<file path="src/rtl/scmips_pkg.sv">
// scmips_pkg: shared definitions for the 19-bit single-cycle core's
// next-PC logic.
//   - pc_src_e    : next-PC selection codes driven by the controller
//   - INSTR_W     : instruction word width
//   - JMP_OPC     : opcode prefix that marks an absolute jump
//   - field bounds: opcode prefix, absolute jump field, branch offset
//   - is_jump()   : decodes the absolute-jump prefix from an instruction
package scmips_pkg;

  localparam int INSTR_W = 19;

  typedef enum logic [1:0] {
    PC_SEQ  = 2'b00,
    PC_TAKE = 2'b01,
    PC_RET  = 2'b10,
    PC_RSVD = 2'b11
  } pc_src_e;

  localparam logic [3:0] JMP_OPC = 4'b1110;

  localparam int OPC_MSB  = 18;
  localparam int OPC_LSB  = 15;
  localparam int JMP_MSB  = 11;
  localparam int JMP_LSB  = 0;
  localparam int BOFF_MSB = 7;
  localparam int BOFF_LSB = 0;

  function automatic logic is_jump(input logic [INSTR_W-1:0] instr);
    return instr[OPC_MSB:OPC_LSB] == JMP_OPC;
  endfunction

endpackage

</file>
<file path="src/rtl/pc_sequencer_if.sv">
// pc_sequencer_if: controller <-> PC sequencer bundle.
//   master (controller side): drives instruction, pc_src, stack_push,
//     stack_pop; observes pc, sp, stack_full, stack_empty, stack_err.
//   slave (pc_sequencer): the reverse.
interface pc_sequencer_if #(
  parameter int ADDR_W = 12,
  parameter int DEPTH  = 8
);
  import scmips_pkg::*;

  logic [INSTR_W-1:0]      instruction;
  logic [1:0]              pc_src;
  logic                    stack_push;
  logic                    stack_pop;
  logic [ADDR_W-1:0]       pc;
  logic [$clog2(DEPTH):0]  sp;
  logic                    stack_full;
  logic                    stack_empty;
  logic                    stack_err;

  modport master (
    output instruction, pc_src, stack_push, stack_pop,
    input  pc, sp, stack_full, stack_empty, stack_err
  );

  modport slave (
    input  instruction, pc_src, stack_push, stack_pop,
    output pc, sp, stack_full, stack_empty, stack_err
  );
endinterface

</file>
<file path="src/rtl/return_stack.sv">
// return_stack: hardware subroutine return-address stack.
//   clk, rst  : clock, asynchronous active-high reset (clears sp only)
//   push, pop : stack requests; both high is a conflict and is ignored
//   wdata     : return address written on a successful push
//   top       : asynchronous read of the top entry (mem[sp-1])
//   sp        : number of valid entries
//   full/empty: decodes of sp
//   err_pulse : this cycle's request overflows, underflows or conflicts
module return_stack #(
  parameter int ADDR_W = 12,
  parameter int DEPTH  = 8
) (
  input  logic                   clk,
  input  logic                   rst,
  input  logic                   push,
  input  logic                   pop,
  input  logic [ADDR_W-1:0]      wdata,
  output logic [ADDR_W-1:0]      top,
  output logic [$clog2(DEPTH):0] sp,
  output logic                   full,
  output logic                   empty,
  output logic                   err_pulse
);
  localparam int IDX_W = $clog2(DEPTH);
  localparam int SP_W  = IDX_W + 1;

  // Entries are not reset: only sp defines which ones are meaningful.
  logic [ADDR_W-1:0] mem_q [DEPTH];
  logic [SP_W-1:0]   sp_q, sp_d;
  logic [IDX_W-1:0]  top_idx;
  logic              do_push, do_pop;

  always_comb begin
    full    = (sp_q == SP_W'(DEPTH));
    empty   = (sp_q == '0);
    do_push = push & ~pop & ~full;
    do_pop  = pop & ~push & ~empty;
    err_pulse = (push & pop) | (push & ~pop & full) | (pop & ~push & empty);
    // sp-1 wraps harmlessly when empty; top is ignored in that case.
    top_idx = sp_q[IDX_W-1:0] - IDX_W'(1);
    top     = mem_q[top_idx];
    sp_d    = sp_q;
    if (do_push) begin
      sp_d = sp_q + SP_W'(1);
    end else if (do_pop) begin
      sp_d = sp_q - SP_W'(1);
    end
  end

  always_ff @(posedge clk or posedge rst) begin
    if (rst) begin
      sp_q <= '0;
    end else begin
      sp_q <= sp_d;
    end
  end

  always_ff @(posedge clk) begin
    if (do_push) begin
      mem_q[sp_q[IDX_W-1:0]] <= wdata;
    end
  end

  assign sp = sp_q;
endmodule

</file>
<file path="src/rtl/pc_sequencer.sv">
// pc_sequencer: program counter and next-PC selection with a hardware
// return stack.
//   clk, rst : clock, asynchronous active-high reset
//   bus      : pc_sequencer_if.slave -- instruction, pc_src, stack_push,
//              stack_pop in; pc, sp, stack_full, stack_empty and the
//              sticky stack_err out.
module pc_sequencer #(
  parameter int ADDR_W = 12,
  parameter int DEPTH  = 8
) (
  input  logic           clk,
  input  logic           rst,
  pc_sequencer_if.slave  bus
);
  import scmips_pkg::*;

  logic [ADDR_W-1:0] pc_q, pc_d;
  logic              err_q, err_d;
  logic [ADDR_W-1:0] seq, jump_tgt, br_tgt;
  logic [ADDR_W-1:0] st_top;
  logic              st_full, st_empty, st_err_pulse;
  logic              conflict, ret_underflow;
  logic              unused_instr_bits;

  // Bits between the opcode prefix and the jump field play no part here.
  assign unused_instr_bits = ^bus.instruction[OPC_LSB-1:JMP_MSB+1];

  return_stack #(
    .ADDR_W (ADDR_W),
    .DEPTH  (DEPTH)
  ) u_stack (
    .clk       (clk),
    .rst       (rst),
    .push      (bus.stack_push),
    .pop       (bus.stack_pop),
    .wdata     (seq),
    .top       (st_top),
    .sp        (bus.sp),
    .full      (st_full),
    .empty     (st_empty),
    .err_pulse (st_err_pulse)
  );

  always_comb begin
    seq      = pc_q + ADDR_W'(1);
    // Size casts zero-extend / sign-extend or truncate to ADDR_W.
    jump_tgt = ADDR_W'(bus.instruction[JMP_MSB:JMP_LSB]);
    br_tgt   = seq + ADDR_W'($signed(bus.instruction[BOFF_MSB:BOFF_LSB]));
    conflict = bus.stack_push & bus.stack_pop;
    ret_underflow = (bus.pc_src == PC_RET) && st_empty;

    pc_d = seq;
    // A push/pop conflict forces the sequential path whatever pc_src says.
    if (!conflict) begin
      case (bus.pc_src)
        PC_TAKE: pc_d = is_jump(bus.instruction) ? jump_tgt : br_tgt;
        PC_RET:  pc_d = st_empty ? seq : st_top;
        default: pc_d = seq;
      endcase
    end

    err_d = err_q | st_err_pulse | ret_underflow;
  end

  always_ff @(posedge clk or posedge rst) begin
    if (rst) begin
      pc_q  <= '0;
      err_q <= 1'b0;
    end else begin
      pc_q  <= pc_d;
      err_q <= err_d;
    end
  end

  assign bus.pc          = pc_q;
  assign bus.stack_full  = st_full;
  assign bus.stack_empty = st_empty;
  assign bus.stack_err   = err_q;
endmodule

</file>
<file path="src/flat_wrapper.sv">
// flat-port wrapper written by rule: the top's interface ports become plain ports
module pc_sequencer_flat import scmips_pkg::*;
#(
  parameter int ADDR_W = 12,
  parameter int DEPTH  = 8
)
  (clk, rst, bus_instruction, bus_pc_src, bus_stack_push, bus_stack_pop, bus_pc, bus_sp, bus_stack_full, bus_stack_empty, bus_stack_err);
  pc_sequencer_if #(.ADDR_W(ADDR_W), .DEPTH(DEPTH)) bus_i ();
  input  logic clk;
  input  logic rst;
  input wire logic [$bits(bus_i.instruction)-1:0] bus_instruction;
  input wire logic [$bits(bus_i.pc_src)-1:0] bus_pc_src;
  input wire logic [$bits(bus_i.stack_push)-1:0] bus_stack_push;
  input wire logic [$bits(bus_i.stack_pop)-1:0] bus_stack_pop;
  output wire logic [$bits(bus_i.pc)-1:0] bus_pc;
  output wire logic [$bits(bus_i.sp)-1:0] bus_sp;
  output wire logic [$bits(bus_i.stack_full)-1:0] bus_stack_full;
  output wire logic [$bits(bus_i.stack_empty)-1:0] bus_stack_empty;
  output wire logic [$bits(bus_i.stack_err)-1:0] bus_stack_err;
  assign bus_i.instruction = bus_instruction;
  assign bus_i.pc_src = bus_pc_src;
  assign bus_i.stack_push = bus_stack_push;
  assign bus_i.stack_pop = bus_stack_pop;
  assign bus_pc = bus_i.pc;
  assign bus_sp = bus_i.sp;
  assign bus_stack_full = bus_i.stack_full;
  assign bus_stack_empty = bus_i.stack_empty;
  assign bus_stack_err = bus_i.stack_err;
  pc_sequencer #(.ADDR_W(ADDR_W), .DEPTH(DEPTH)) u_core (.clk(clk), .rst(rst), .bus(bus_i));
endmodule
</file>
<file path="config.mk">
export PLATFORM = sky130hd
export DESIGN_NAME = pc_sequencer_flat
export DESIGN_NICKNAME = d
export VERILOG_FILES = /design/src/rtl/scmips_pkg.sv /design/src/rtl/pc_sequencer_if.sv /design/src/rtl/return_stack.sv /design/src/rtl/pc_sequencer.sv /design/src/flat_wrapper.sv
export SDC_FILE = /design/constraint.sdc
export NUM_CORES = 1
export LEC_CHECK = 0
export ABC_CLOCK_PERIOD_IN_PS = 3000
export CAP_MARGIN = 40
export CORE_ASPECT_RATIO = 1.75
export CORE_MARGIN = 5
export CORE_UTILIZATION = 53
export CTS_CLUSTER_SIZE = 10
export DETAILED_ROUTE_END_ITERATION = 12
export PLACE_DENSITY = 0.74
export SETUP_SLACK_MARGIN = 0.15
export SLEW_MARGIN = 10
export SYNTH_ARGS = -nofsm -noshare
export SYNTH_HDL_FRONTEND = slang
export SYNTH_SLANG_ARGS = --single-unit
</file>
<file path="constraint.sdc">
create_clock -name clk -period 3 [get_ports clk]
set_input_delay 0.6 -clock clk [delete_from_list [all_inputs] [get_ports clk]]
set_output_delay 0.6 -clock clk [all_outputs]
set_load 0.05 [all_outputs]
</file>
clock_map.png
The bar under the picture is 20 um long.
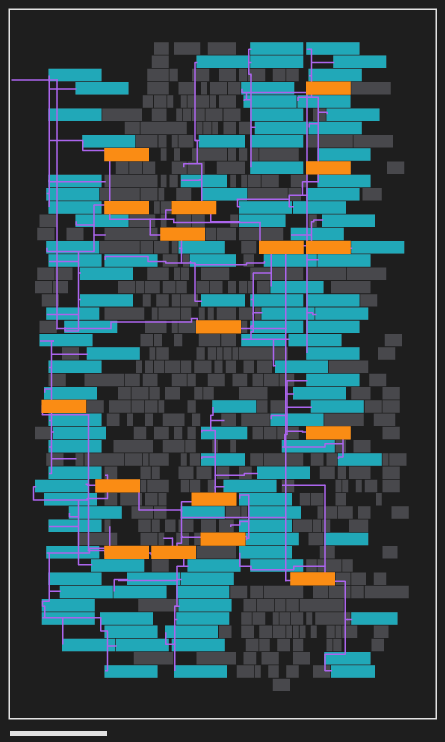
[clock wires] purple | length: 1270 um
[cells driving clock nets] orange | count: 17
[flip-flops] cyan | count: 113
flops lie: spread over the die
Late-Pin Clk Latency: 0.40 ns
Power Clock: 1990 uW
Clock power frac: 25.1%

drive_strength.png
The bar under the picture is 20 um long.
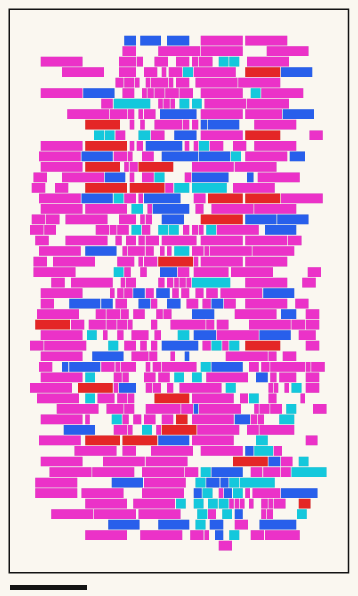
| size | colour | cells | share |
|---|---|---|---|
| drive 1 or less | magenta | 337 | 69% |
| drive 6 and up | red | 22 | 4.5% |
| drive 3 to 4 | cyan | 60 | 12% |
| drive 2 | blue | 66 | 14% |

final_clocks.png
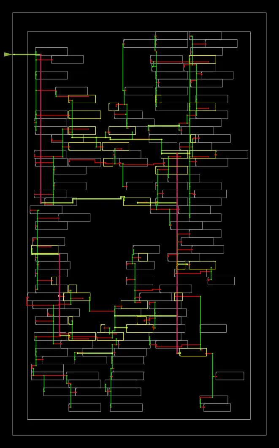
CLK BUF: 19
seq_cells: 113

-- cell usage in the layout (no fill, tap or decap), types with 5 or more instances in the layout --
| master | Yosys | final |
|---|---|---|
| edfxtp_1 | 96 | 96 |
| buf_4 | 1 | 43 |
| clkdlybuf4s50_1 | 0 | 37 |
| nand2_1 | 28 | 28 |
| mux4_2 | 23 | 23 |
| a21oi_1 | 20 | 17 |
| clkbuf_16 | 0 | 17 |
| inv_1 | 19 | 16 |
| ha_1 | 20 | 15 |
| xnor2_1 | 15 | 10 |
| mux2i_1 | 9 | 9 |
| dfrtp_2 | 0 | 9 |
| o21ai_0 | 8 | 8 |
| nor2_1 | 14 | 8 |
| nand3_1 | 9 | 8 |
| o22ai_1 | 8 | 8 |
| dfrtp_1 | 17 | 8 |
| nor2_2 | 0 | 6 |
| and3_1 | 5 | 5 |
| o221ai_1 | 5 | 5 |
| o21ai_1 | 5 | 5 |
| a221o_1 | 5 | 5 |
-- per-layer routing --
layer  global-route usage, %  vias to the layer above  wire length, um
li1                        -                     1696                -
met1                   25.16                     1893             5166
met2                   40.82                      139             7776
met3                   4.424                       33              546
met4                   9.601                        0              463
met5                       0                        -                0
-- worst max-delay path, delay by kind of cell (launching register included) --
| kind | cells | cell delay [ns] |
|---|---|---|
| buffers and inverters | 1 | 0.09 |
| adders and majority gates | 2 | 0.59 |
| xor gates and xnor gates | 1 | 0.23 |
| DFF | 1 | 0.43 |
| AOI/OAI and AO/OA | 4 | 1.12 |
| and+or+nand+nor | 2 | 0.21 |
-- path summary, 6_finish.rpt --
| path | start | endpoint | cells after the start |
|---|---|---|---|
| setup reg to reg | u_core.bus.pc[1] | u_core.bus.pc[10] | 10 |
| hold reg to reg | u_core.bus.stack_err | u_core.bus.stack_err | 1 |
| hold / removal | u_core.bus.stack_err | u_core.bus.stack_err | 1 |
| max in group asynchronous | rst | u_core.bus.pc[0] | 2 |
| min in group asynchronous | rst | u_core.u_stack.sp[2] | 2 |
| setup / recovery | u_core.bus.pc[1] | u_core.bus.pc[10] | 10 |
-- state kept, by name, summed over array words and instances, names as in the netlist --
signal                flops
u_core.u_stack.mem_q     96
u_core.bus.pc            12
u_core.u_stack.sp         4
u_core.bus.stack_err      1
-- power groups by stage --
| stage | clock network (uW) | logic [uW] | registers, uW |
|---|---|---|---|
| after floorplan | 0 | 2140 | 2600 |
| after global placement | 0 | 3330 | 2320 |
| after detailed placement | 0 | 3400 | 2330 |
| after CTS | 2010 | 3460 | 2310 |
| after global routing | 2090 | 3830 | 2350 |
| final | 1990 | 3600 | 2330 |
-- cell families after synthesis --
logic type                 Yosys count
AOI/OAI and AO/OA                   78
xor gates and xnor gates            18
adders and majority gates           22
buffers and inverters               34
DFF                                113
muxes                               36
and+or+nand+nor                     85
-- through the flow --
stage | power, uW | hold slack, ns | setup WS [ns] | utilization (%)
floorplan | 4737 | 0.5255 | 0.09334 | -
global placement | 5649 | 0.4528 | 0.01018 | 62.24
detailed placement | 5736 | 0.4566 | -0.004761 | 62.24
CTS | 7774 | 0.4738 | 0.1508 | 68.37
global route | 8279 | 0.5110 | 0.1047 | 69.62
finish | 7919 | 0.4660 | 0.2052 | 69.62
==> ci_impl_report.md <==
## Synthesis and layout report

| Metric | Value |
|---|---|
| TAP cells | 127 |
| Register Area | 0.003319 sq mm |
| Net Sw Frac | 36.70% |
| Chip area line of the yosys report | 0.005540 sq mm |
| Ao+oa area frac | 9.734% |
| CP peak stage delay | 0.43 ns |
| EDFF count, synth | 96 |
| Vias per cell | 6.145 |
| DP Cell Count | 574 |
| Fmax | 357.8 MHz |
| Post-route non-filler standard cell count | 612 |
| Per-cell routed wire length | 22.80 um |
| Async SR Flop Fraction | 15.04% |
| Yosys reg bits | 113 |
| Layout cells sized above 1 | 30.52% |
| Crit path kind | reg2reg |
| Adder-cell area share of the yosys netlist | 5.239% |
| Antenna violations before repair | 0 |
| Core area | 0.01024 sq mm |
| Crit path DAT | 3.08 ns |
| Total of max-cap violations | 0 |
| Worst setup EP type | flip-flop |
| First-pass GRT wire length | 20.96 mm |
| Yosys xor share | 2.846% |
| R2r setup slk | 0.21 ns |
| Post-Syn Nets | 433 |
| Antenna cells | 0 |
| DRT iter0 DRCs | 312 |
| Placement row count | 49 |
| CTS tree | yes |
| Via Count | 3761 |
| Synthesis Warnings | 0 |
| Clock root buffer | clkbuf_16 |
| Seq/Total Area, Yosys | 59.71% |
| Syn Inst Count | 386 |
| Peak VDD IR | 0.7181 mV |
| Post_cts resized | 5 |
| Cell with the most instances after synthesis | edfxtp_1 |
| Pin count of the biggest net entering global routing | 29 |
| Multi-input gates | 239 |
| Final hold violations | 0 |
| Non-clock buffering overhead | 9.847% |
| Residual DRC count | 0 |
| Top cell category | registers |
| Cts bufs inserted | 17 |
| Reg clk slew, reported paths | 0.05 ns |
| Status | completed |
Power and IR drop assume default switching activity.
